$ cat src/rtl/fetch_stage.sv
// rtl/fetch_stage.sv - IF stage and IF/ID pipeline register with req/ack instruction fetch
//
// Purpose: holds the PC, fetches instructions over a variable-latency req/ack
// memory handshake, and delivers instrD/pcplus4D/validD to decode. It also
// handles hazard-unit stalls and redirects from branches and jumps resolved in D.
// There is no delay slot, so a redirect squashes any instruction fetched in the
// same cycle.
//
// Ports:
//   clk, rst                  clock; asynchronous active-low reset
//   stallF, stallD            hazard unit: no new fetch / hold IF/ID
//   pcsrcD, pcbranchD         branch taken in D and its target
//   jumpD, pcjumpD            jump in D and its target
//   imem_req, imem_addr       fetch request and registered fetch address
//   imem_ack, imem_rdata      response strobe and instruction word
//   instrD, pcplus4D, validD  IF/ID register contents

module fetch_stage #(
  parameter logic [31:0] RESET_PC = 32'h0000_0000
) (
  input  logic        clk,
  input  logic        rst,
  input  logic        stallF,
  input  logic        stallD,
  input  logic        pcsrcD,
  input  logic [31:0] pcbranchD,
  input  logic        jumpD,
  input  logic [31:0] pcjumpD,
  output logic        imem_req,
  output logic [31:0] imem_addr,
  input  logic        imem_ack,
  input  logic [31:0] imem_rdata,
  output logic [31:0] instrD,
  output logic [31:0] pcplus4D,
  output logic        validD
);

  localparam logic [1:0] S_FETCH = 2'd0;
  localparam logic [1:0] S_WAIT  = 2'd1;
  localparam logic [1:0] S_HOLD  = 2'd2;
  localparam logic [1:0] S_DROP  = 2'd3;

  logic [1:0]  state;
  logic [31:0] pc_f;
  logic [31:0] buf_instr;
  logic [31:0] buf_pcplus4;

  logic        redirect;
  logic [31:0] target;
  logic [31:0] pc_plus4;
  logic        req_int;
  logic        accept;

  // A redirect is only acted on when decode is actually advancing.
  // When both a branch and a jump are signalled, the branch target wins.
  assign redirect = !stallD && (pcsrcD || jumpD);
  assign target   = pcsrcD ? pcbranchD : pcjumpD;
  assign pc_plus4 = pc_f + 32'd4;

  always_comb begin
    req_int = 1'b0;
    case (state)
      S_FETCH: req_int = !stallF;
      S_WAIT:  req_int = 1'b1;
      S_DROP:  req_int = 1'b1;
      default: req_int = 1'b0;
    endcase
  end

  // Force the request low while reset is held.
  // Any ack that arrives during or just after reset therefore has nothing to pair with.
  assign imem_req = rst && req_int;

  // A response becomes a real instruction only in FETCH or WAIT.
  // In DROP the response belongs to a squashed fetch.
  assign accept = req_int && imem_ack && (state == S_FETCH || state == S_WAIT);

  // In FETCH and WAIT, imem_addr always equals pc_f.
  // Only DROP lets them diverge: pc_f already points at the redirect target,
  // while the bus still carries the abandoned address until its ack arrives.
  always_ff @(posedge clk or negedge rst) begin
    if (!rst) begin
      state       <= S_FETCH;
      pc_f        <= RESET_PC;
      imem_addr   <= RESET_PC;
      buf_instr   <= 32'd0;
      buf_pcplus4 <= 32'd0;
      instrD      <= 32'd0;
      pcplus4D    <= 32'd0;
      validD      <= 1'b0;
    end else begin
      case (state)
        S_FETCH, S_WAIT: begin
          if (req_int && imem_ack) begin
            if (redirect) begin
              pc_f      <= target;
              imem_addr <= target;
              state     <= S_FETCH;
            end else begin
              pc_f      <= pc_plus4;
              imem_addr <= pc_plus4;
              if (stallD) begin
                buf_instr   <= imem_rdata;
                buf_pcplus4 <= pc_plus4;
                state       <= S_HOLD;
              end else begin
                state <= S_FETCH;
              end
            end
          end else if (req_int) begin
            // The request is still outstanding.
            // The address must stay put until the ack arrives.
            if (redirect) begin
              pc_f  <= target;
              state <= S_DROP;
            end else begin
              state <= S_WAIT;
            end
          end else if (redirect) begin
            pc_f      <= target;
            imem_addr <= target;
          end
        end
        S_HOLD: begin
          if (!stallD) begin
            state <= S_FETCH;
            if (redirect) begin
              pc_f      <= target;
              imem_addr <= target;
            end
          end
        end
        S_DROP: begin
          if (redirect) begin
            pc_f <= target;
          end
          if (imem_ack) begin
            state     <= S_FETCH;
            imem_addr <= redirect ? target : pc_f;
          end
        end
        default: state <= S_FETCH;
      endcase

      // IF/ID register.
      // A bubble clears instrD and validD but leaves pcplus4D untouched.
      if (!stallD) begin
        if (redirect) begin
          instrD <= 32'd0;
          validD <= 1'b0;
        end else if (state == S_HOLD) begin
          instrD   <= buf_instr;
          pcplus4D <= buf_pcplus4;
          validD   <= 1'b1;
        end else if (accept) begin
          instrD   <= imem_rdata;
          pcplus4D <= pc_plus4;
          validD   <= 1'b1;
        end else begin
          instrD <= 32'd0;
          validD <= 1'b0;
        end
      end
    end
  end

endmodule

$ cat config.mk
export PLATFORM = sky130hd
export DESIGN_NAME = fetch_stage
export DESIGN_NICKNAME = d
export VERILOG_FILES = /design/src/rtl/fetch_stage.sv
export SDC_FILE = /design/constraint.sdc
export NUM_CORES = 1
export LEC_CHECK = 0
export ABC_AREA = 1
export CAP_MARGIN = 20
export CORE_UTILIZATION = 48
export CTS_CLUSTER_SIZE = 10
export DETAILED_ROUTE_END_ITERATION = 8
export PLACE_DENSITY = 0.73
export SYNTH_ARGS = -nofsm -noshare
export SYNTH_HDL_FRONTEND = slang
export SYNTH_SLANG_ARGS = --single-unit
$ cat constraint.sdc
create_clock -name clk -period 3.95 [get_ports clk]
set_input_delay 1.185 -clock clk [delete_from_list [all_inputs] [get_ports clk]]
set_output_delay 1.185 -clock clk [all_outputs]
set_load 0.03 [all_outputs]
**Run 1: routed metal, one color a layer**

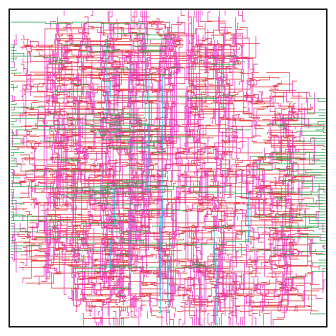
M2 -> magenta  # wire length 12900 µm
M3 -> green  # wire length 2620 µm
M4 -> cyan  # wire length 674 µm
M1 -> red  # wire length 13600 µm
average wire per cell in the routed design: 15.7 µm
number of vias after detailed routing: 10.1k
aggregate routed wire length: 29800 µm

**Run 1: placed cells, one color a class**

Fill, decap, tap and diode cells in gray.
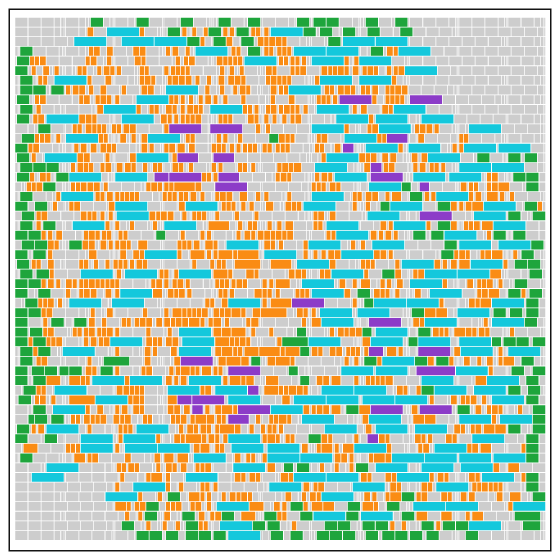
clock drivers and dummy loads -> purple  # cells 32, share of their area 4.7%
remaining logic cells -> orange  # cells 1176, share of their area 41%
sequential cells -> cyan  # cells 195, share of their area 37%
remaining buffers and delay cells -> green  # cells 218, share of their area 17%

==> impl_metrics.tcl, run 1 <==
# yosys + openroad results
set metrics [dict create \
    status "completed" \
    depth_of_the_worst_register_to_register_path 6 \
    vias_per_cell 5.30 \
    finalInstanceArea_um2 13500 \
    enable_flop_cells 0 \
    power_switching_share_pct 43.5 \
    critical_path_buf_inv_count 2 \
    placed_insts 1869 \
    area_delta_synth_final_pct 25.1 \
    cts_buffers 17 \
    critical_path.endpoint "imem_req" \
    clkTransAtPathRegs_ns 0.07 \
    cts_resized 0 \
    met3_wirelength_um 2620 \
    cts.path.max_buffers 2 \
    max-vdd-ir-drop_mv 0.387 \
    synthesis.yosys.warnings 0 \
    final_cell_count_no_fill 1901 \
    comb_cells 1050 \
    grt_antenna_before_repair 0 \
    worstHoldEndpoint "buf_pcplus4[1]" \
    rsz0062_at_grt "false" \
    syn-mean-instance-area_um2 7.41 \
    highest_fanout_seen_on_the_critical_path 2 \
    hold_ws_ns 0.484 \
    vias_in_the_first_global_route 9469 \
    simple_gate_area_share_pct 26.4 \
    layout.area.top_class "logic gates" \
    setup.worst_path.end_class "output port" \
    post_cts.repair.setup_buffers 0 \
    floorplan.die.height_um 152 \
    slew_headroom_pct 33.7 \
    cp_top_family "buffers and inverters" \
    max_cap_violations 0 \
    global_route.usage.met1_pct 40.1 \
    place.port_buffers 200 \
    r2r_start "state[1]" \
    min_from "buf_pcplus4[1]" \
    netSwitchingPower_w 0.00406 \
    i_o_pins 201 \
    ant_nets 0 \
    fillCellCount 1973 \
    reg2reg_setup_slack_ns 1.58 \
    place_area_um2 12800 \
    dominant_power_group "combinational logic" \
    number_of_cell_instances_after_yosys_synthesis 1450 \
    worst_hold_path.num_cells 2 \
    cts_tree "done" \
    floorplanUtilization_pct 49.1 \
    drcViolationCount 0 \
    drv_slew 0 \
    timing.critical_path.required_ns 2.76 \
    hold_path_class "reg -> reg" \
    worstReg2RegEnd "imem_addr[10]" \
    power.leakage_nw 6.55 \
    antenna-diode-count 0 \
    worstSetupStartpointType "input port" \
    crit_start "stallF" \
    wire_length_of_the_first_global_routing_pass_um 49000 \
    aoi_share_pct 17.8 \
    power.share.combinational_pct 43.3 \
    signal_buffers 218 \
    top_signal_layer_used "met4" \
    sh_seq_area_pct 36.3 \
    global_route.overflow_total 0 \
    layout.cells.most_common_list "505 x sky130_fd_sc_hd__nand2_1, 198 x sky130_fd_sc_hd__clkdlybuf4s50_1, 195 x sky130_fd_sc_hd__dfrtp_1" \
    met1_length_um 13600 \
    library_cell_used_as_clock_root_buffer "sky130_fd_sc_hd__clkbuf_16" \
    clock_power_share_pct 19.7 \
    yosys.stat.chipArea_um2 10800 \
    transition_at_the_pin_with_the_smallest_max_transition_slack_ns 0.989 \
    timing.critical_path.depth 5 \
]
**Run 1: placement view**

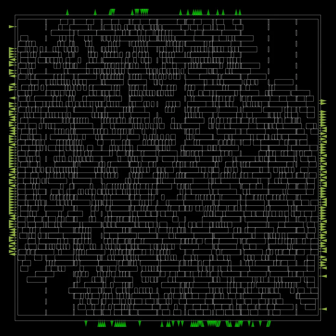
number of core rows: 54
area of the placeable core: 21900 µm²
Finished Core Util: 61.4%

==> run 1: registers in the layout, indices dropped and copies added (netlist names) <==
| register | count |
|---|---|
| buf_instr | 32 |
| buf_pcplus4 | 32 |
| imem_addr | 32 |
| instrD | 32 |
| pc_f | 32 |
| pcplus4D | 32 |
| state | 2 |
| validD | 1 |
==> run 1: synthesized netlist by cell type, types with 3 or more instances <==
cell	count	share of area, %
sky130_fd_sc_hd__buf_6	12	1.3
sky130_fd_sc_hd__nand2_1	505	18
sky130_fd_sc_hd__nor2_4	8	0.84
sky130_fd_sc_hd__xor2_2	5	0.76
sky130_fd_sc_hd__a22o_1	34	2.8
sky130_fd_sc_hd__nor2_8	3	0.56
sky130_fd_sc_hd__and2_1	5	0.29
sky130_fd_sc_hd__o21ai_1	34	1.6
sky130_fd_sc_hd__nand3_1	40	1.9
sky130_fd_sc_hd__a21oi_1	124	5.8
sky130_fd_sc_hd__mux2_2	4	0.42
sky130_fd_sc_hd__dfrtp_1	195	45
sky130_fd_sc_hd__buf_2	31	1.4
sky130_fd_sc_hd__inv_1	117	4.1
sky130_fd_sc_hd__inv_2	8	0.28
sky130_fd_sc_hd__nand2_2	8	0.47
sky130_fd_sc_hd__nor2_2	7	0.41
sky130_fd_sc_hd__buf_4	7	0.49
sky130_fd_sc_hd__clkbuf_1	28	0.98
sky130_fd_sc_hd__o21a_1	6	0.42
sky130_fd_sc_hd__nand2_4	3	0.31
sky130_fd_sc_hd__a31oi_1	6	0.35
sky130_fd_sc_hd__a22oi_1	8	0.56
sky130_fd_sc_hd__xor2_1	5	0.41
sky130_fd_sc_hd__o21ai_0	130	6.1
sky130_fd_sc_hd__nor2_1	104	3.6
sky130_fd_sc_hd__a41oi_1	3	0.24
## Run 2: what changed since run 1
- CAP_MARGIN: 20 -> 0
- SLEW_MARGIN: default -> 20
==> run 2 against run 1 <==
Final cell count unchanged. Non-clock buffer count is the same. Clock skew stayed put. Synthesized cell count did not move. Critical endpoint unchanged. Largest power group unchanged.
==> impl_metrics.tcl, run 2 <==
# yosys + openroad results
set metrics [dict create \
    status "completed" \
    r2r_start "state[1]" \
    rsz0062_at_grt "false" \
    clkTransAtPathRegs_ns 0.07 \
    top_area_share_pct 45.4 \
    worstHoldEndpoint "buf_pcplus4[1]" \
    library_cell_used_as_clock_root_buffer "sky130_fd_sc_hd__clkbuf_16" \
    global_route.usage.met1_pct 40.1 \
    grt_antenna_before_repair 0 \
    cts.path.max_buffers 2 \
    drcViolationCount 0 \
    floorplan.rows 54 \
    final_cell_count_no_fill 1901 \
    clock-skew-final_ns 0.0139 \
    aoi_share_pct 17.8 \
    transition_at_the_pin_with_the_smallest_max_transition_slack_ns 0.989 \
    cts_tree "done" \
    slew_headroom_pct 33.7 \
    worstReg2RegEnd "imem_addr[10]" \
    fillCellCount 1973 \
    i_o_pins 201 \
    critical_path.endpoint "imem_req" \
    drv_slew 0 \
    post_synth_most_frequent_cells "505 x sky130_fd_sc_hd__nand2_1, 195 x sky130_fd_sc_hd__dfrtp_1, 130 x sky130_fd_sc_hd__o21ai_0" \
    yosysMostFrequentCell "sky130_fd_sc_hd__nand2_1" \
    cts_buffers 17 \
    crit_start "stallF" \
    ant_nets 0 \
    post_cts.repair.setup_buffers 0 \
    synth_async_sr_flop_share_pct 100 \
    biggest_area_contributors_in_the_synthesized_netlist "sky130_fd_sc_hd__dfrtp_1 45%, sky130_fd_sc_hd__nand2_1 18%, sky130_fd_sc_hd__o21ai_0 6.1%" \
    post_synth_mux_area_share_pct 0.419 \
    worst_hold_path.num_cells 2 \
    placed_insts 1869 \
    setup.worst_path.end_class "output port" \
    simple_gate_area_share_pct 26.4 \
    area_of_the_placeable_core_um2 21900 \
    detail_route.wirelength_um 29800 \
    worstSetupStartpointType "input port" \
    highest_fanout_seen_on_the_critical_path 2 \
    reg2reg_setup_slack_ns 1.58 \
    syn-mean-instance-area_um2 7.41 \
    max-vdd-ir-drop_mv 0.387 \
    fin_crit_sh_pct 92.7 \
    clock.latency.late_pin_ns 0.44 \
    global_route.overflow_total 0 \
    floorplanUtilization_pct 49.1 \
    area_delta_synth_final_pct 25.1 \
    vias_per_cell 5.30 \
    hold_path_class "reg -> reg" \
    cts_resized 0 \
    yosys.stat.chipArea_um2 10800 \
    drt-wirelength-per-cell_um 15.7 \
    layout.cells.most_common_list "505 x sky130_fd_sc_hd__nand2_1, 198 x sky130_fd_sc_hd__clkdlybuf4s50_1, 195 x sky130_fd_sc_hd__dfrtp_1" \
    synthesis.yosys.warnings 0 \
    depth_of_the_worst_register_to_register_path 6 \
    max_cap_violations 0 \
    vias_in_the_first_global_route 9469 \
    power.leakage_nw 6.55 \
    floorplan.die_area_um2 23000 \
    timing.critical_path.required_ns 2.76 \
    synth_top_cell_by_area "sky130_fd_sc_hd__dfrtp_1" \
    number_of_cell_instances_after_yosys_synthesis 1450 \
    via_count 10081 \
    min_from "buf_pcplus4[1]" \
    enable_flop_cells 0 \
]
==> run 2: metal layers <==
layer,vias up,wire (µm)
met3,45,2620
met5,-,0
met4,0,673
li1,4973,-
met2,435,12900
met1,4628,13600
==> run 2: worst max-delay path, cell delays in order <==
cell and delay [ns]:
sky130_fd_sc_hd__clkdlybuf4s50_1 0.41, sky130_fd_sc_hd__nand2_1 0.09, sky130_fd_sc_hd__nand2_1 0.05, sky130_fd_sc_hd__nor2_1 0.07
sky130_fd_sc_hd__clkdlybuf4s50_1 0.67
==> run 2: power by group <==
| group | internal (W) | switching [W] |
|---|---|---|
| clock | 0.000930 | 0.000904 |
| combinational | 0.00152 | 0.00252 |
| sequential | 0.00281 | 0.000636 |
==> run 2: cell type report <==
type                            count  share of cell area [%]
Clock inverter                     15                    1.46
Multi-Input combinational cell   1050                    36.8
Sequential cell                   195                    36.3
Tap cell                          280                    2.60
Inverter                          126                    3.52
Timing Repair Buffer              218                    16.2
Clock buffer                       17                    3.16
==> run 2: through the flow <==
step / worst slack (ns) / power (W) / util (%) / hold WS, ns / area, µm²
CTS: 0.274 / 0.00935 / 61.4 / 0.486 / 13500
global placement: 0.271 / 0.00739 / 58.6 / 0.455 / 12800
floorplan: 1.05 / 0.00594 / - / 0.442 / 10800
detailed placement: 0.274 / 0.00748 / 58.6 / 0.466 / 12800
global route: 0.224 / 0.00996 / 61.4 / 0.502 / 13500
finish: 0.287 / 0.00932 / 61.4 / 0.484 / 13500
==> run 2: kinds of logic (layout without fill, tap and decap cells) <==
kind of cell               count (synthesis)  in the layout
DFF                                      195            195
AOI/OAI and AO/OA                        346            346
and+or+nand+nor                          688            688
muxes                                      4              4
buffers and inverters                    205            376
adders and majority gates                  1              1
xor gates and xnor gates                  11             11
**Run 2: pin map**

Pins as bars across the die edge, other pins in gray.
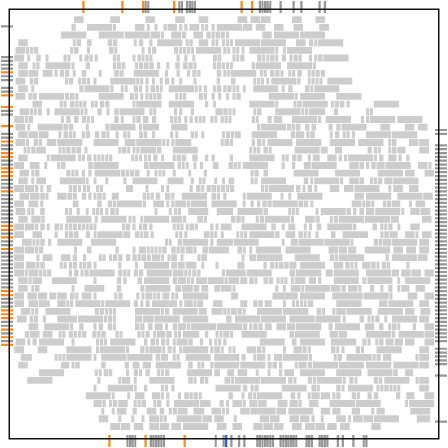
imem_addr -> orange  # pins 32, direction output, edge 23 left, 6 top, 3 bottom
jumpD -> blue  # pins 1, direction input, edge bottom
all pins by edge = 71 left, 61 right, 45 bottom, 24 top
Die Height: 152 µm
x dimension of the die: 152 µm
Port Buffer Count: 200

## Run 3: what changed since run 2
- CORE_MARGIN: default -> 5
==> run 3 against run 2 <==
Flip-flop count did not move. Clock power rose by 2%. Synthesized area unchanged. Power increased by 0.87%. Highest routed layer unchanged. Critical path depth unchanged.
==> impl_metrics.tcl, run 3 <==
# yosys + openroad results
set metrics [dict create \
    floorplan.rows 54 \
    rsz0062_at_grt "false" \
    layout_setup_ws_ns 0.273 \
    cts_buffers 17 \
    area_delta_synth_final_pct 25.2 \
    synth_async_sr_flop_share_pct 100 \
    cts_resized 0 \
    place.port_buffers 200 \
    floorplan.die_area_um2 25500 \
    clkTransAtPathRegs_ns 0.08 \
    synthesis.yosys.warnings 0 \
    setup.worst_path.end_class "output port" \
    worstSetupStartpointType "input port" \
    hold_path_class "reg -> reg" \
    drv_slew 0 \
    clock.latency.late_pin_ns 0.45 \
    top_signal_layer_used "met4" \
    enable_flop_cells 0 \
    cpPeakStageDelay_ns 0.67 \
    global_route.overflow_total 0 \
    fillCellCount 1954 \
    timing.critical_path.required_ns 2.76 \
    cp_top_family "buffers and inverters" \
    met3_wirelength_um 2690 \
    slew_headroom_pct 30.7 \
    status "completed" \
    vias_in_the_first_global_route 9759 \
    clock-skew-final_ns 0.0177 \
    grt_antenna_before_repair 0 \
    number_of_cell_instances_after_yosys_synthesis 1450 \
    max_cap_violations 0 \
    crit_path_top_delay_cell "sky130_fd_sc_hd__clkdlybuf4s50_1" \
    final_cell_count_no_fill 1904 \
    max-vdd-ir-drop_mv 0.323 \
    cts.path.max_buffers 2 \
    highest_fanout_seen_on_the_critical_path 2 \
    placed_insts 1872 \
    vias_per_cell 5.37 \
    power.leakage_nw 6.57 \
    post_cts.repair.setup_buffers 0 \
    place_ws_ns 0.265 \
    floorplanUtilization_pct 49.0 \
    worstPathCellList "clkdlybuf4s50_1, nand2_1, nand2_1, nor2_1, clkdlybuf4s50_1" \
    area_of_the_placeable_core_um2 22000 \
    critical_path_buf_inv_count 2 \
]
-- run 3: cell counts after synthesis --
No cell type changed its count.
-- run 3: tightest hold or removal path: cells and delay by family (launching register included) --
kind / cells / cell delay [ns]
DFF: 1 / 0.35
and+or+nand+nor: 2 / 0.10
-- run 3: final cells by class --
class / instances / area share, %
clock buffers: 17 / 3.16
clock inverters: 15 / 1.56
inverters: 126 / 3.51
multi-input cells: 1050 / 36.8
flip-flops and latches: 195 / 36.2
well taps: 280 / 2.60
repair buffers: 221 / 16.1
-- run 3: cells by family after synthesis --
kind of cell,share of synthesized area (%)
compound gates,17.8
xor+xnor,1.25
fa+ha+maj,0.116
buf+inv,8.60
flops,45.4
mux,0.419
simple gates,26.4
-- run 3: report_power, final --
part	total (W)	internal, W	switching [W]
Clock	0.00187	0.000943	0.000931
Sequential	0.00344	0.00281	0.000629
Combinational	0.00409	0.00152	0.00257
Total	0.00940	0.00528	0.00413
-- run 3: final timing paths --
check | from | to | slack [ns] | cells past startpoint
max in group asynchronous | rst | pcplus4D[26] | 1.48 | 3
min in group asynchronous | rst | instrD[4] | 0.53 | 1
worst max register to register | state[1] | imem_addr[10] | 1.50 | 6
worst max-delay path | stallF | imem_req | 0.27 | 5
worst min-delay path | buf_pcplus4[0] | buf_pcplus4[0] | 0.48 | 2
worst min register to register | buf_pcplus4[0] | buf_pcplus4[0] | 0.48 | 2
-- run 3: per-stage QoR --
stage	util [%]	area (µm²)	hold WS [ns]
after floorplan	-	10800	0.442
after global placement	58.4	12800	0.455
after detailed placement	58.4	12800	0.459
after CTS	61.3	13500	0.479
after global routing	61.3	13500	0.510
final	61.3	13500	0.477
**Run 3: routed metal, one color a layer**

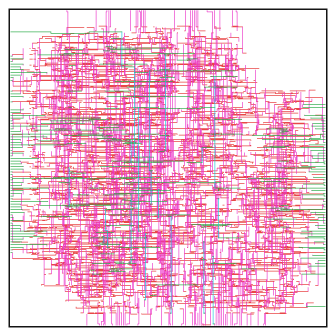
M2 -> magenta  # wire length 13800 µm
M3 -> green  # wire length 2690 µm
M4 -> cyan  # wire length 578 µm
M1 -> red  # wire length 14300 µm
number of vias after detailed routing: 10.2k
aggregate routed wire length: 31300 µm
average wire per cell in the routed design: 16.5 µm
global-route total usage across every layer: 24.4%

Power figures rest on the tool's default switching activity, not on a simulated workload.
